==> src/rtl/shift_sequencer.sv <==
// Purpose: command-driven controller for a bidirectional serial shift register.
// Latency: command accepted on edge T, shifts on edges T+1..T+len, response visible after edge T+len.
// Backpressure: cmd_ready only in IDLE; the response is held stable in RESP until rsp_ready.
//
// Ports:
//   clk, rst                         clock, asynchronous active-high reset
//   cmd_valid/cmd_ready              command handshake (cmd_dir, cmd_len, cmd_data)
//   sr_en, sr_dir, sr_d, sr_q        shifter control outputs and parallel readback
//   rsp_valid/rsp_ready, rsp_data    response handshake carrying the ejected bits
//   busy                             high while a command is shifting or its response is pending
module shift_sequencer #(
    parameter  int MSB = 4,
    localparam int CW  = $clog2(MSB + 1)
) (
    input  logic           clk,
    input  logic           rst,
    input  logic           cmd_valid,
    output logic           cmd_ready,
    input  logic           cmd_dir,
    input  logic [CW-1:0]  cmd_len,
    input  logic [MSB-1:0] cmd_data,
    output logic           sr_en,
    output logic           sr_dir,
    output logic           sr_d,
    input  logic [MSB-1:0] sr_q,
    output logic           rsp_valid,
    input  logic           rsp_ready,
    output logic [MSB-1:0] rsp_data,
    output logic           busy
);

    typedef enum logic [1:0] {
        IDLE  = 2'd0,
        SHIFT = 2'd1,
        RESP  = 2'd2
    } state_t;

    state_t         state_q, state_d;
    logic           dir_q,   dir_d;
    logic [CW-1:0]  len_q,   len_d;
    logic [CW-1:0]  idx_q,   idx_d;
    logic [MSB-1:0] data_q,  data_d;
    logic [MSB-1:0] rsp_q,   rsp_d;

    logic [CW-1:0]  len_clamped;
    logic [MSB-1:0] data_sh;
    logic [MSB-1:0] eject_vec;
    logic           eject_bit;

    // Lengths beyond the register width would just recirculate payload bits, so cap them.
    assign len_clamped = (cmd_len > CW'(MSB)) ? CW'(MSB) : cmd_len;

    // Shift-based selects keep the index width independent of the vector width.
    assign data_sh   = data_q >> idx_q;
    assign eject_bit = dir_q ? sr_q[0] : sr_q[MSB-1];
    assign eject_vec = {{(MSB-1){1'b0}}, eject_bit};

    always_ff @(posedge clk or posedge rst) begin
        if (rst) begin
            state_q <= IDLE;
            dir_q   <= 1'b0;
            len_q   <= '0;
            idx_q   <= '0;
            data_q  <= '0;
            rsp_q   <= '0;
        end else begin
            state_q <= state_d;
            dir_q   <= dir_d;
            len_q   <= len_d;
            idx_q   <= idx_d;
            data_q  <= data_d;
            rsp_q   <= rsp_d;
        end
    end

    // Outputs depend only on registered state; sr_en therefore drops as soon as reset
    // forces state_q back to IDLE.
    always_comb begin
        state_d   = state_q;
        dir_d     = dir_q;
        len_d     = len_q;
        idx_d     = idx_q;
        data_d    = data_q;
        rsp_d     = rsp_q;
        cmd_ready = 1'b0;
        sr_en     = 1'b0;
        sr_dir    = 1'b0;
        sr_d      = 1'b0;
        rsp_valid = 1'b0;
        busy      = 1'b0;

        case (state_q)
            IDLE: begin
                cmd_ready = 1'b1;
                if (cmd_valid) begin
                    dir_d   = cmd_dir;
                    len_d   = len_clamped;
                    data_d  = cmd_data;
                    idx_d   = '0;
                    rsp_d   = '0;
                    state_d = (len_clamped == '0) ? RESP : SHIFT;
                end
            end
            SHIFT: begin
                busy   = 1'b1;
                sr_en  = 1'b1;
                sr_dir = dir_q;
                sr_d   = data_sh[0];
                // Capture the bit leaving the shifter on this edge into slot idx.
                rsp_d  = rsp_q | (eject_vec << idx_q);
                idx_d  = idx_q + CW'(1);
                if ((idx_q + CW'(1)) == len_q) begin
                    state_d = RESP;
                end
            end
            RESP: begin
                busy      = 1'b1;
                rsp_valid = 1'b1;
                if (rsp_ready) begin
                    state_d = IDLE;
                end
            end
            default: begin
                state_d = IDLE;
            end
        endcase
    end

    assign rsp_data = rsp_q;

endmodule

==> config.mk <==
export PLATFORM = sky130hd
export DESIGN_NAME = shift_sequencer
export DESIGN_NICKNAME = d
export VERILOG_FILES = /design/src/rtl/shift_sequencer.sv
export SDC_FILE = /design/constraint.sdc
export NUM_CORES = 1
export LEC_CHECK = 0
export CAP_MARGIN = 20
export CORE_MARGIN = 5
export CORE_UTILIZATION = 43
export CTS_BUF_LIST = sky130_fd_sc_hd__clkbuf_16
export DETAILED_ROUTE_END_ITERATION = 6
export HOLD_SLACK_MARGIN = 0.08
export MAX_ROUTING_LAYER = met4
export PLACE_DENSITY = 0.81
export SLEW_MARGIN = 25
export SYNTH_ARGS = -nofsm -noshare
export SYNTH_HDL_FRONTEND = slang
export SYNTH_SLANG_ARGS = --single-unit
==> constraint.sdc <==
create_clock -name clk -period 2.1 [get_ports clk]
set_input_delay 0.315 -clock clk [delete_from_list [all_inputs] [get_ports clk]]
set_output_delay 0.315 -clock clk [all_outputs]
set_load 0.005 [all_outputs]
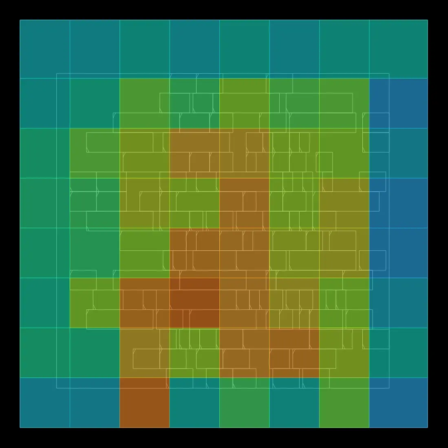
(run_1/final_congestion.png)
met1 track demand over resource: 15.36%
Final Util: 63.56%

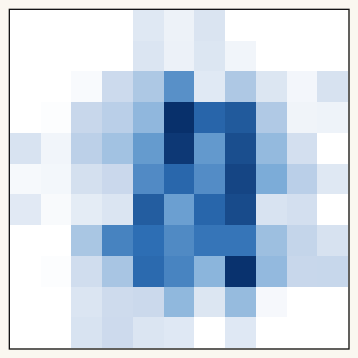
(run_1/wire_density.png)
Drawn at 6 px/µm. 11 x 11 tiles, from white (low) to dark blue (high), scaled to the fullest tile. Values are wire area over tile area, all layers added.
- fullest tile: 0.36
- nearly empty tiles: 29%
- densest ninth of the die: middle
- tiles over half the peak: 20%
- emptiest ninth of the die: top left
final routed wirelength across all metal layers: 1920 µm
WL/cell: 13.62 µm
routed via count: 742
GR Util All Layers: 13.48%

==> results.rst, run 1 <==
Physical design figures
=======================

.. list-table::
   :header-rows: 1

   * - Metric
     - Value
   * - Commonest cells after routing, fill and taps aside
     - 22 x sky130_fd_sc_hd__clkdlybuf4s50_1, 17 x sky130_fd_sc_hd__dfrtp_1, 8 x sky130_fd_sc_hd__inv_1
   * - Adders+Majority by Area
     - 5.413%
   * - Met2 WL
     - 999 µm
   * - Biggest area contributors in the synthesized netlist
     - sky130_fd_sc_hd__dfrtp_1 46%, sky130_fd_sc_hd__mux2_2 7.3%, sky130_fd_sc_hd__ha_1 5.4%
   * - Layout clock buffers
     - 3
   * - Flip-flop and latch share of the layout cell area
     - 33.43%
   * - Critical path buffers and inverters
     - 3
   * - Family with the most delay on the worst path
     - buffers and inverters
   * - Final net count
     - 135
   * - Post-synth tally of flip-flops with integrated enable
     - 0
   * - Multi-input gate area
     - 452.9 µm²
   * - Slew Limit Headroom
     - 57.15%
   * - Run status
     - completed
   * - Starting Density
     - 46.19%
   * - Footprint of the flip-flops and latches
     - 425.4 µm²
   * - Multi-In Gates
     - 60
   * - Growth of design area from synthesis to finish
     - 37.62%
   * - Number of filler instances in the final layout
     - 164
   * - Nonclk inv count
     - 7
   * - Cells in synth_stat.txt
     - 87
   * - Arrival time worst endpoint
     - 1.70 ns
   * - Remaining global-route overflow
     - 0
   * - # diodes
     - 0
   * - RSZ-0062 raised after global routing
     - false
   * - Leak Pwr
     - 0.5576 nW
   * - Hold WC Path Type
     - in -> async
   * - Crit path kind
     - reg -> out
   * - # Taps
     - 27
   * - Top class by area
     - logic gates
   * - Pwr top
     - combinational cells
   * - Number of core rows
     - 16
   * - Power Clock
     - 370 µW
   * - Placer Congestion
     - 0.8507
   * - Syn nets
     - 107
   * - TritonCTS clock tree
     - yes
   * - Die height
     - 56.37 µm
   * - Launch point of the critical path
     - state_q[1]
   * - Crit path cell chain
     - inv_1, ha_1, buf_6, and2_1, clkdlybuf4s50_1
   * - Biggest fanout along the worst timing path
     - 11
   * - Pre-CTS setup slack
     - 0.1142 ns
   * - Internal power contribution
     - 1.227 mW
   * - IO Pins
     - 26
   * - Dominant register cell in the synthesized netlist
     - sky130_fd_sc_hd__dfrtp_1
   * - Worst-skew pair later-pin latency
     - 0.25 ns
   * - Maxcap violations
     - 0
   * - Ranking of synthesized cells by instance count
     - 17 x sky130_fd_sc_hd__dfrtp_1, 7 x sky130_fd_sc_hd__inv_1, 6 x sky130_fd_sc_hd__mux2_2, 6 x sky130_fd_sc_hd__nor2_1
   * - Area of the core
     - 2002 µm²
   * - Delay of the slowest cell on the worst path
     - 0.49 ns
   * - Number of iterations in the first detailed-routing pass
     - 4
   * - Largest net degree at the start of global routing
     - 18
   * - FFs & Latches
     - 17
   * - Met3 track demand over resource
     - 1.606%
   * - Cell area after technology mapping
     - 924.6 µm²
   * - Logic depth of the worst path, buffers included
     - 5
   * - Part of the total power dissipated in combinational logic
     - 49.5%
   * - Uppermost layer routed
     - met4
   * - Total power divided by cell area
     - 1474 nW/µm²
   * - Port buffer count
     - 23
   * - Vias in the first global route
     - 759
   * - Power Combinational
     - 929 µW
   * - Setup ws final
     - 0.08139 ns
   * - Cell total after placement
     - 137
   * - Number of distinct standard cells referenced by the synthesized netlist
     - 27
   * - Die area
     - 3178 µm²
   * - Final number of setup-violating endpoints
     - 0
   * - Proportion of layout cells with a drive suffix above 1
     - 12.28%
   * - Main logic family
     - AND-OR/OR-AND gates
   * - Number of post-CTS setup repair buffers
     - 0
   * - Count leader, synth
     - sky130_fd_sc_hd__dfrtp_1
   * - Number of warnings issued by yosys
     - 0
   * - Sw frac
     - 34.60%
   * - Post-Syn Instances
     - 87
   * - Share of async-settable or async-resettable flops after synthesis
     - 100.0%
   * - Slowest stage cell on the critical path
     - sky130_fd_sc_hd__clkdlybuf4s50_1
   * - Avg Cell Area, Syn
     - 10.63 µm²
   * - Estimated wirelength of the detail-placed design
     - 1499 µm
   * - Number of design-rule violations left by the first detailed-router iteration
     - 12
   * - Register-to-Register Path Depth
     - 6
   * - Count of tool warnings
     - 30
   * - Area share of xor/xnor cells in the synthesized design
     - 5.548%
   * - Final cell count without fillers
     - 141
   * - Yosys top cell area share
     - 46.01%
   * - Critical path data required time
     - 1.78 ns
   * - Clk_skew
     - 0.002469 ns
   * - Max Root-Sink Buffers
     - 2
   * - Number of gates resized after CTS
     - 1
   * - Initial antenna violation count
     - 0
   * - Part of the power in registers
     - 30.8%
   * - Switching power summed over all nets
     - 648.9 µW
   * - Slack of the worst reg-to-reg path
     - 0.24 ns
   * - CTS Root Cell
     - sky130_fd_sc_hd__clkbuf_16
   * - Count of hold buffers inserted by post-cts repair
     - 0
   * - Final hold violations
     - 0
   * - Horizontal die dimension
     - 56.37 µm
   * - RR Startpoint
     - idx_q[0]
   * - Area fraction of clock buffers and clock inverters
     - 6.195%
   * - Post-layout min period
     - 2.019 ns
   * - Multiplexer share of the synthesized area
     - 12.72%
   * - Met3 routed wirelength
     - 42 µm
   * - Slew at the pin with the worst max-slew slack
     - 0.6421 ns
   * - Global-route wire length before repair
     - 3305 µm
   * - Setup crit start kind
     - flip-flop
   * - Buffers, non-clock
     - 26
   * - Post-route clock period utilization
     - 96.12%
   * - Maximum vdd ir drop
     - 0.8070 mV
   * - Chip area line of the yosys report
     - 924.6 µm²
   * - Crit path to
     - sr_dir
   * - Highest attainable clock frequency
     - 495.4 MHz
   * - Antenna Nets Post-Route
     - 0
   * - Met1 wire length
     - 841 µm
   * - Average via count per standard cell
     - 5.262
   * - Reg2Reg Capture Point
     - state_q[0]
   * - Synthesized-area fraction occupied by ao, oa, aoi and oai cells
     - 14.34%
   * - Post-synthesis sequential area ratio
     - 46.01%
   * - Flip-flop and latch count after synthesis
     - 17
   * - Total Neg Setup Slack
     - 0 ns
   * - Worst-path clk slew
     - 0.05 ns
   * - Clock network power share
     - 19.7%
   * - Critical path endpoint category
     - output port
   * - Largest area contributor in the netlist
     - sky130_fd_sc_hd__dfrtp_1
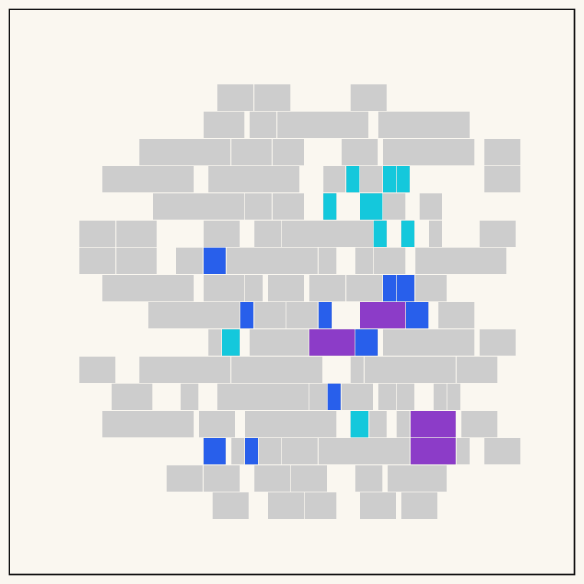
(run_1/gate_families.png)
Drawn at 10 px/µm.
- NOR gates: cyan (cells 9)
- NAND gates: blue (cells 10)
- adder and majority cells: purple (cells 4)
proportion of cell area occupied by multi-input gates: 35.59%
Commonest Layout Cell: sky130_fd_sc_hd__clkdlybuf4s50_1

run 1: registers in the layout, summed over array words and instances (netlist names):
name,flops
data_q,4
rsp_data,4
idx_q,3
len_q,3
state_q,2
dir_q,1
run 1: through the flow:
step           total power, mW  hold WS, ns  utilization [%]  instance area [µm²]
2_1_floorplan            1.181       0.2411                -                924.6
3_3_place_gp             1.470       0.4763            59.50                 1191
3_5_place_dp             1.506       0.4902            59.50                 1191
4_1_cts                  1.888       0.4796            63.38                 1269
5_1_grt                  2.009       0.5196            63.56                 1272
6_report                 1.875       0.4537            63.56                 1272
==> run_1/clock_map.png <==
Drawn at 6 px/µm.
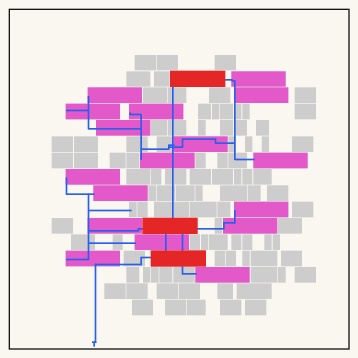

==> run 1 -> run 2 <==
--- a/config.mk
+++ b/config.mk
@@ -13,6 +13,7 @@
 export HOLD_SLACK_MARGIN = 0.08
 export MAX_ROUTING_LAYER = met4
 export PLACE_DENSITY = 0.81
+export SETUP_SLACK_MARGIN = 0.4
 export SLEW_MARGIN = 25
 export SYNTH_ARGS = -nofsm -noshare
 export SYNTH_HDL_FRONTEND = slang
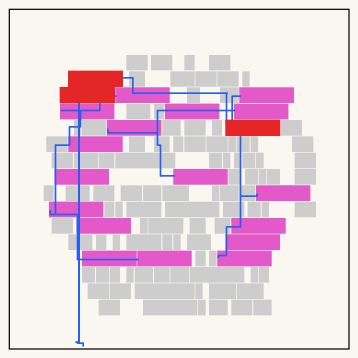
(run_2/clock_map.png)
Drawn at 6 px/µm.
- clock wires: blue (length 210 µm)
- flip-flops: magenta (count 17)
- cells driving clock nets: red (count 3)
- routed clock nets: 4
Power Clock: 365 µW
clk_skew: 0.005903 ns

==> results.rst, run 2 <==
Physical design figures
=======================

.. list-table::
   :header-rows: 1

   * - Metric
     - Value
   * - Slowest stage cell on the critical path
     - sky130_fd_sc_hd__dfrtp_1
   * - Number of warnings issued by yosys
     - 0
   * - Chip area line of the yosys report
     - 924.6 µm²
   * - Maxcap violations
     - 0
   * - WL/cell
     - 14.99 µm
   * - Initial antenna violation count
     - 0
   * - Worst-skew pair later-pin latency
     - 0.24 ns
   * - Share of async-settable or async-resettable flops after synthesis
     - 100.0%
   * - RR Startpoint
     - idx_q[0]
   * - Pre-CTS setup slack
     - 0.1540 ns
   * - Proportion of layout cells with a drive suffix above 1
     - 25.64%
   * - Syn nets
     - 107
   * - Final hold violations
     - 0
   * - Commonest cells after routing, fill and taps aside
     - 17 x sky130_fd_sc_hd__dfrtp_1, 17 x sky130_fd_sc_hd__clkdlybuf4s50_1, 6 x sky130_fd_sc_hd__nor2_1, 6 x sky130_fd_sc_hd__mux2_2
   * - GR Util All Layers
     - 14.37%
   * - Global-route wire length before repair
     - 3422 µm
   * - IO Pins
     - 26
   * - Critical path buffers and inverters
     - 1
   * - Post-placement cell area
     - 1192 µm²
   * - Count of tool warnings
     - 32
   * - Flip-flop and latch count after synthesis
     - 17
   * - Setup ws final
     - 0.3349 ns
   * - Maximum vdd ir drop
     - 0.9682 mV
   * - Count leader, synth
     - sky130_fd_sc_hd__dfrtp_1
   * - Post-synth tally of flip-flops with integrated enable
     - 0
   * - H-tree levels
     - 1
   * - Critical path data required time
     - 1.78 ns
   * - Average via count per standard cell
     - 5.319
   * - Die area
     - 3178 µm²
   * - Power Combinational
     - 1.17 mW
   * - Number of distinct standard cells referenced by the synthesized netlist
     - 27
   * - RSZ-0062 raised after global routing
     - true
   * - Remaining global-route overflow
     - 0
   * - Cell total after placement
     - 137
   * - Biggest fanout along the worst timing path
     - 4
   * - Crit path cell chain
     - and2b_1, a211oi_1, a2111oi_4, buf_2
   * - Number of CTS-inserted buffers
     - 3
   * - Adders+Majority by Area
     - 5.413%
   * - Starting Density
     - 46.19%
   * - Area share of xor/xnor cells in the synthesized design
     - 5.548%
   * - Cell area after technology mapping
     - 924.6 µm²
   * - Delay of the slowest cell on the worst path
     - 0.40 ns
   * - Placer Congestion
     - 0.8202
   * - Reg2Reg Capture Point
     - state_q[0]
   * - Clock Sinks
     - 17
   * - Critical path endpoint category
     - output port
   * - Main logic family
     - AND-OR/OR-AND gates
   * - Vias in the first global route
     - 776
   * - CTS Root Cell
     - sky130_fd_sc_hd__clkbuf_16
   * - Ranking of synthesized cells by instance count
     - 17 x sky130_fd_sc_hd__dfrtp_1, 7 x sky130_fd_sc_hd__inv_1, 6 x sky130_fd_sc_hd__mux2_2, 6 x sky130_fd_sc_hd__nor2_1
   * - Post-route DRC violation count
     - 0
   * - Family with the most delay on the worst path
     - AND-OR/OR-AND gates
   * - Pwr top
     - combinational cells
   * - Post-Syn Instances
     - 87
   * - Horizontal die dimension
     - 56.37 µm
   * - Post-synthesis sequential area ratio
     - 46.01%
   * - Power Sequential
     - 609 µW
   * - Count of hold buffers inserted by post-cts repair
     - 0
   * - Final cell count without fillers
     - 144
   * - Hold WC Path Type
     - in -> async
   * - # diodes
     - 0
   * - Slew at the pin with the worst max-slew slack
     - 0.6296 ns
   * - Port buffer count
     - 23
   * - Dominant register cell in the synthesized netlist
     - sky130_fd_sc_hd__dfrtp_1
   * - Growth of design area from synthesis to finish
     - 49.12%
   * - Total power divided by cell area
     - 1552 nW/µm²
   * - Final number of setup-violating endpoints
     - 0
   * - Crit path kind
     - reg -> out
   * - Post-route clock period utilization
     - 84.05%
   * - Internal power contribution
     - 1.352 mW
   * - Switching power summed over all nets
     - 788.7 µW
   * - Fraction of the mapped netlist area in simple logic gates
     - 10.96%
   * - Number of core rows
     - 16
   * - Final routed wirelength across all metal layers
     - 2158 µm
   * - Number of gates resized after CTS
     - 12
   * - Largest area contributor in the netlist
     - sky130_fd_sc_hd__dfrtp_1
   * - Number of post-CTS setup repair buffers
     - 2
   * - Run status
     - completed
   * - Slack of the worst reg-to-reg path
     - 0.36 ns
   * - TritonCTS clock tree
     - yes
   * - Leak Pwr
     - 0.6119 nW
   * - Antenna Nets Post-Route
     - 0
   * - Estimated wirelength of the detail-placed design
     - 1479 µm
   * - Total Neg Setup Slack
     - 0 ns
   * - Post-layout min period
     - 1.765 ns
   * - Routed via count
     - 766
   * - Launch point of the critical path
     - idx_q[0]
   * - Sw frac
     - 36.85%
   * - Min Hold Slack
     - 0.4533 ns
   * - Die height
     - 56.37 µm
   * - Post-route cell area
     - 1379 µm²
   * - Pwr Total
     - 2.140 mW
   * - Worst-path clk slew
     - 0.05 ns
   * - Final net count
     - 138
   * - Max Root-Sink Buffers
     - 2
   * - Count of final max-slew check failures
     - 0
   * - Avg Cell Area, Syn
     - 10.63 µm²
   * - Highest attainable clock frequency
     - 566.5 MHz
   * - Yosys top cell area share
     - 46.01%
   * - Synthesized-area fraction occupied by ao, oa, aoi and oai cells
     - 14.34%
   * - Crit path to
     - sr_d
   * - Register-to-Register Path Depth
     - 6
   * - Biggest area contributors in the synthesized netlist
     - sky130_fd_sc_hd__dfrtp_1 46%, sky130_fd_sc_hd__mux2_2 7.3%, sky130_fd_sc_hd__ha_1 5.4%
   * - Logic depth of the worst path, buffers included
     - 4
   * - Part of the total power dissipated in combinational logic
     - 54.5%
   * - Part of the power in registers
     - 28.5%
   * - Number of iterations in the first detailed-routing pass
     - 4
   * - Number of design-rule violations left by the first detailed-router iteration
     - 18
   * - Largest net degree at the start of global routing
     - 18
   * - Setup crit start kind
     - flip-flop
   * - Multiplexer share of the synthesized area
     - 12.72%
   * - Cells in synth_stat.txt
     - 87
   * - Arrival time worst endpoint
     - 1.45 ns
   * - Slew Limit Headroom
     - 57.98%
   * - Area of the core
     - 2002 µm²
   * - Clock network power share
     - 17.0%
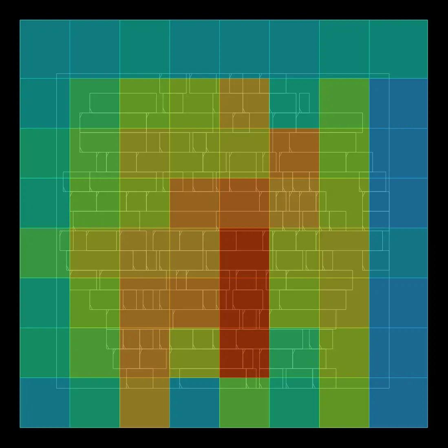
(run_2/final_congestion.png)
Final Util: 68.88%
met3 track demand over resource: 4.358%

run 2: area by class of cell:
type | count | area, µm²
repair buffers | 29 | 271.5
well taps | 27 | 33.78
clock inverters | 1 | 3.754
flip-flops and latches | 17 | 425.4
clock buffers | 3 | 75.07
multi-input cells | 60 | 543.0
fillers | 155 | 623.1
inverters | 7 | 26.28
run 2: per-layer routing:
layer  global-route usage (%)  wire [µm]  vias to the layer above
li1                         -          -                      365
met1                    14.67        862                      375
met2                    25.38       1166                       24
met3                    4.358         88                        2
met4                    6.102         40                        0
met5                        -          0                        -
run 2: cell families (layout without fill, tap and decap cells):
family / after synthesis / after routing
AOI/OAI and AO/OA: 19 / 19
buffers and inverters: 10 / 40
adders and majority gates: 4 / 4
muxes: 11 / 11
xor gates and xnor gates: 5 / 5
DFF: 17 / 17
and+or+nand+nor: 21 / 21
==> run_2/zoom.png <==
Region (13, 2) to (43, 32) µm. Cells in gray, sequential cells in the stronger gray; small squares are vias.
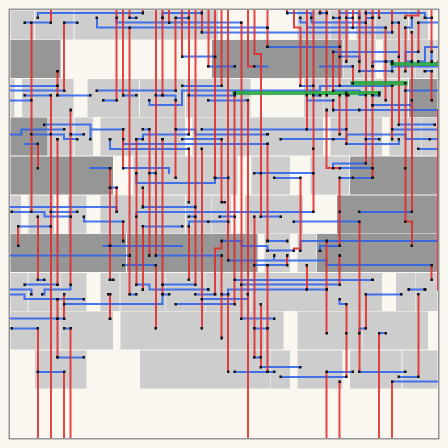

==> run 2 -> run 3 <==
==> constraint.sdc (replaced) <==
create_clock -name clk -period 1.7 [get_ports clk]
set_input_delay 0.255 -clock clk [delete_from_list [all_inputs] [get_ports clk]]
set_output_delay 0.255 -clock clk [all_outputs]
set_load 0.005 [all_outputs]
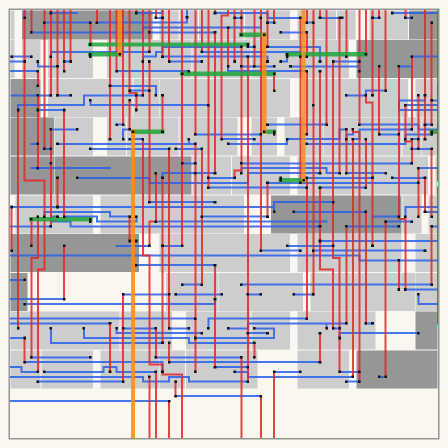
(run_3/zoom.png)
Region (13, 2) to (43, 32) µm. Cells in gray, sequential cells in the stronger gray; small squares are vias.
- met2: red
- met3: green
- met1: blue
- met4: orange
- most frequent: buf_4 (6), dfrtp_1 (5), clkdlybuf4s50_1 (5)
- netlist names of flops here include: data_q (3), idx_q (2)
- sequential cells in the window: 6
- cells with their middle in the window: 56

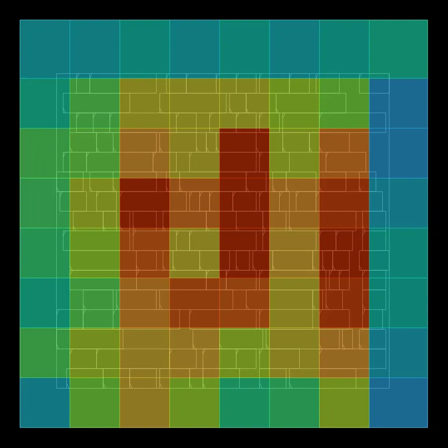
(run_3/final_congestion.png)
Final Util: 85.06%
routing usage on met2: 34.89%

==> results.rst, run 3 <==
Physical design figures
=======================

.. list-table::
   :header-rows: 1

   * - Metric
     - Value
   * - Final routed wirelength across all metal layers
     - 3392 µm
   * - Critical path buffers and inverters
     - 1
   * - # diodes
     - 0
   * - Number of design-rule violations left by the first detailed-router iteration
     - 17
   * - Yosys top cell area share
     - 46.01%
   * - Largest area contributor in the netlist
     - sky130_fd_sc_hd__dfrtp_1
   * - Syn nets
     - 107
   * - Clk_skew
     - 0.002123 ns
   * - Highest attainable clock frequency
     - 615.1 MHz
   * - Setup ws final
     - 0.07422 ns
   * - Dominant register cell in the synthesized netlist
     - sky130_fd_sc_hd__dfrtp_1
   * - Area of the core
     - 2002 µm²
   * - Number of post-CTS setup repair buffers
     - 10
   * - Biggest area contributors in the synthesized netlist
     - sky130_fd_sc_hd__dfrtp_1 46%, sky130_fd_sc_hd__mux2_2 7.3%, sky130_fd_sc_hd__ha_1 5.4%
   * - Count of hold buffers inserted by post-cts repair
     - 0
   * - CTS Root Cell
     - sky130_fd_sc_hd__clkbuf_16
   * - Multiplexer share of the synthesized area
     - 12.72%
   * - Run status
     - completed
   * - Slew at the pin with the worst max-slew slack
     - 0.3835 ns
   * - Share of final layout cell area taken by non-clock buffers
     - 27.77%
   * - Port buffer count
     - 23
   * - Post-route DRC violation count
     - 0
   * - Proportion of cell area occupied by multi-input gates
     - 38.65%
   * - Area share of xor/xnor cells in the synthesized design
     - 5.548%
   * - Count of tool warnings
     - 33
   * - Post-placement cell area
     - 1289 µm²
   * - Pre-CTS setup slack
     - -0.09066 ns
   * - Final hold violations
     - 0
   * - Proportion of layout cells with a drive suffix above 1
     - 52.21%
   * - Max Root-Sink Buffers
     - 2
   * - Worst-path clk slew
     - 0.05 ns
   * - Top class by area
     - logic gates
   * - Buffers, non-clock
     - 48
   * - Critical path data required time
     - 1.85 ns
   * - Estimated wirelength of the detail-placed design
     - 1783 µm
   * - Area fraction of clock buffers and clock inverters
     - 4.629%
   * - TritonCTS clock tree
     - yes
   * - Avg Cell Area, Syn
     - 10.63 µm²
   * - Chip area line of the yosys report
     - 924.6 µm²
   * - Final number of setup-violating endpoints
     - 0
   * - Adders+Majority by Area
     - 5.413%
   * - # Taps
     - 27
   * - Number of core rows
     - 16
   * - Placer Congestion
     - 0.8271
   * - Nonclk inv count
     - 7
   * - Share of async-settable or async-resettable flops after synthesis
     - 100.0%
   * - Largest net degree at the start of global routing
     - 11
   * - Family with the most delay on the worst path
     - AND-OR/OR-AND gates
   * - Total Neg Setup Slack
     - 0 ns
   * - Leak Pwr
     - 0.7596 nW
   * - Growth of design area from synthesis to finish
     - 84.17%
   * - Multi-input gate area
     - 658.1 µm²
   * - Biggest fanout along the worst timing path
     - 4
   * - Vias in the first global route
     - 978
   * - Cells in synth_stat.txt
     - 87
   * - Met3 track demand over resource
     - 4.128%
   * - Post-Syn Instances
     - 87
   * - Fraction of the mapped netlist area in simple logic gates
     - 10.96%
   * - Arrival time worst endpoint
     - 1.78 ns
   * - Post-synthesis sequential area ratio
     - 46.01%
   * - Delay of the slowest cell on the worst path
     - 0.44 ns
   * - Footprint of the flip-flops and latches
     - 427.9 µm²
   * - Number of distinct standard cells referenced by the synthesized netlist
     - 27
   * - GR Util All Layers
     - 20.85%
   * - Average via count per standard cell
     - 5.546
   * - Cell total after placement
     - 145
   * - Number of filler instances in the final layout
     - 100
   * - Final net count
     - 157
## run 3: cell counts after synthesis
No cell type changed its count.
## run 3: path summary, 6_finish.rpt
path / to / slack, ns / startpoint / cells after the start
max in group asynchronous: idx_q[0] / 0.96 / rst / 3
min reg2reg: data_q[0] / 0.51 / data_q[0] / 1
min in group clk: data_q[0] / 0.51 / data_q[0] / 1
max: state_q[0] / 0.07 / idx_q[0] / 6
max reg2reg: state_q[0] / 0.07 / idx_q[0] / 6
min: state_q[1] / 0.27 / rst / 2
## run 3: layer usage
layer / up-vias / share of wire [%]
met4: 0 / 2.9
li1: 409 / -
met2: 33 / 51
met1: 452 / 42
met3: 10 / 4.1
met5: - / 0
## run 3: where the power goes
part	internal (mW)	switching, mW
logic	1.26	0.986
registers	0.587	0.199
clock network	0.312	0.155
total	2.16	1.34
Power is estimated from default activity; no workload was simulated.
